placed.png
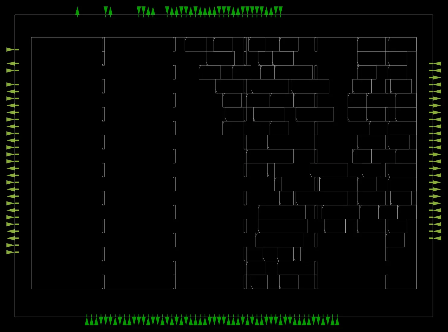
route_heat.png
16 x 12 tiles, from black (low) to pale yellow (high), scaled to the fullest tile. Values are wire area over tile area, all layers added.
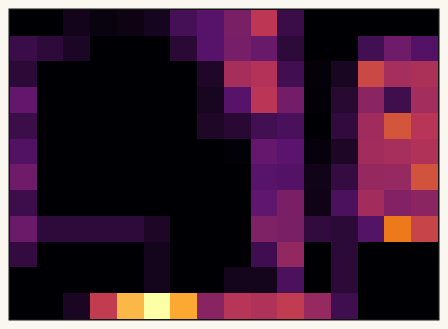
m3.png
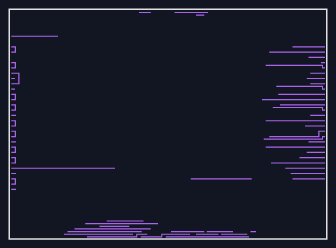
util_map.png
8 x 6 tiles, from black (low) to pale yellow (high), 0 to 100% covered.
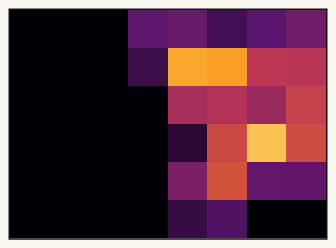
port_trees.png
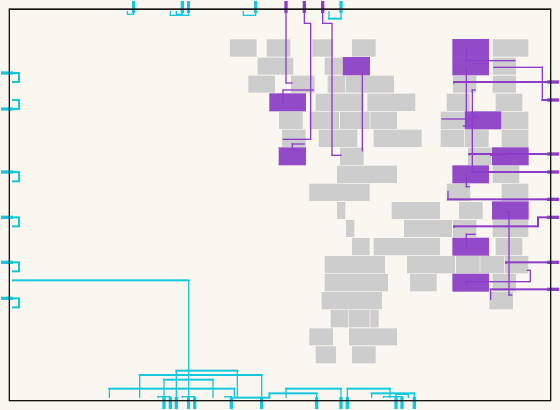
Design frame_buffer_scheduler, sky130hd; sources not shown.
==> run_results.csv <==
group,metric,value,unit
sta,setup_tns,-4440,ps
clocking,numCtsBuffers,3,
cells_and_area,antenna_cells,0,
cells_and_area,fill_cells,382,
sta,setup_slack,-414,ps
place,dp.cells,117,
status,status,"finished, violations left",
synthesis,synth_cell_types,12,
critical_path,worstSetupStartpointType,"register",
status,violations,"setup timing",
sta,setup_viol,13,
floorplanning,die_width,81.4,µm
floorplanning,die_h,58.8,µm
floorplanning,rows,18,
critical_path,crit_type,"register to output pin",
clocking,insertion_delay,220,ps
synthesis,synth_top_area_share,0.566,
cells_and_area,nets,152,
clocking,h-tree-depth,1,
synthesis,ys_cells,68,
synthesis,syn_area_per_cell,9.37,µm²
sta,fin_hold_ws,15.3,ps
drt,ant_nets,0,
drt,drt_iter0_drc,21,
clocking,clock-sinks,2,
clocking,cts_hold_buf,0,
synthesis,ys_chip_area,637,µm²
synthesis,ys_seq_share,0.0786,
-- placed.png (at the start) --
non-filler cells, final: 125
core box area: 3670 µm²
fraction of area in registers: 0.0493

-- route_heat.png (at the start) --
- tiles over half the peak: 5.2%
- fullest tile: 0.48
- mean over tiles: 0.071
- nearly empty tiles: 46%
Via Count: 447
Wirelength per Cell: 13.5 µm

-- m3.png (at the start) --
- wire length on this layer: 520 µm
- longest straight run: 26.4 µm
- share of all routed wire: 31%
- nets with wire on the layer: 57
- main direction: horizontal
final WL: 1690 µm
met3 Use GR: 0.0856

-- util_map.png (at the start) --
- mean over tiles: 20%
- fullest tile: 87%
- nearly empty tiles: 50%
- tiles over 75% full: 6.2%
- densest ninth of the die: east
fp util: 0.173
utilization after layout: 0.284

-- port_trees.png (at the start) --
- i_wr_addr: purple (bits 11; direction input; edge 8 east, 3 north; end cells 11; buffers 11; wire 252 µm)
- o_ram_din: cyan (bits 24; direction output; edge 13 south, 6 west, 5 north; end cells 0; buffers 0; wire 208 µm)
IO Pins: 140
port buffer count: 43

## metal layers
layer	up-vias	track usage	wire length (µm)
met4	0	0.0410	24
met5	-	0	0
met1	195	0.0415	348
met3	6	0.0856	519
met2	64	0.101	799
li1	182	-	-
## layout make-up
class,instances,share of cell area
repair buffers,52,0.590
multi-input cells,17,0.225
clock buffers,3,0.0721
well taps,50,0.0601
flip-flops and latches,2,0.0493
clock inverters,1,0.00361
## timing repair
action,4_1_cts,5_1_grt
setup endpoints to repair,14,13
setup buffers,4,0
pin swaps,1,1
resized,20,1
cloned,1,0
## layout by cell type, fill, tap and decap left out
cell type and count:
xor2_4 1, buf_8 3, mux2_4 9, nor3b_2 1
xnor2_1 1, and4bb_4 1, buf_4 3, buf_6 10
dfrtp_1 1, nand2_1 1, buf_12 8, inv_1 1
dlygate4sd2_1 2, clkbuf_1 1, dfrtp_2 1, clkbuf_16 3
clkdlybuf4s50_1 24, mux2_2 2, o21a_1 1, dlymetal6s2s_1 1
## cells by family (layout without fill, tap and decap cells)
family,after synthesis,in the layout,synth area share
flip-flops,2,2,0.0786
buffers and inverters,49,56,0.597
multiplexers,11,11,0.242
AND-OR/OR-AND,1,1,0.0118
XOR/XNOR,2,2,0.0275
AND/OR/NAND/NOR,3,3,0.0432
## synth_stat cells
master	n
and4bb_4	1
buf_12	1
buf_4	48
dfrtp_1	2
mux2_1	2
mux2_2	1
mux2_4	8
nand2_1	1
nor3b_1	1
o21a_1	1
xnor2_1	1
xor2_1	1
## per-stage QoR
step	cell area (µm²)	setup slack (ps)
2_1_floorplan	662	-256
3_3_place_gp	860	-455
3_5_place_dp	860	-466
4_1_cts	1070	-457
5_1_grt	1040	-454
6_report	1040	-414
## report_power, final
part           total [µW]  switching [µW]  internal, µW
combinational         605             285           320
clock                 410            66.9           343
sequential            113            40.1          72.9
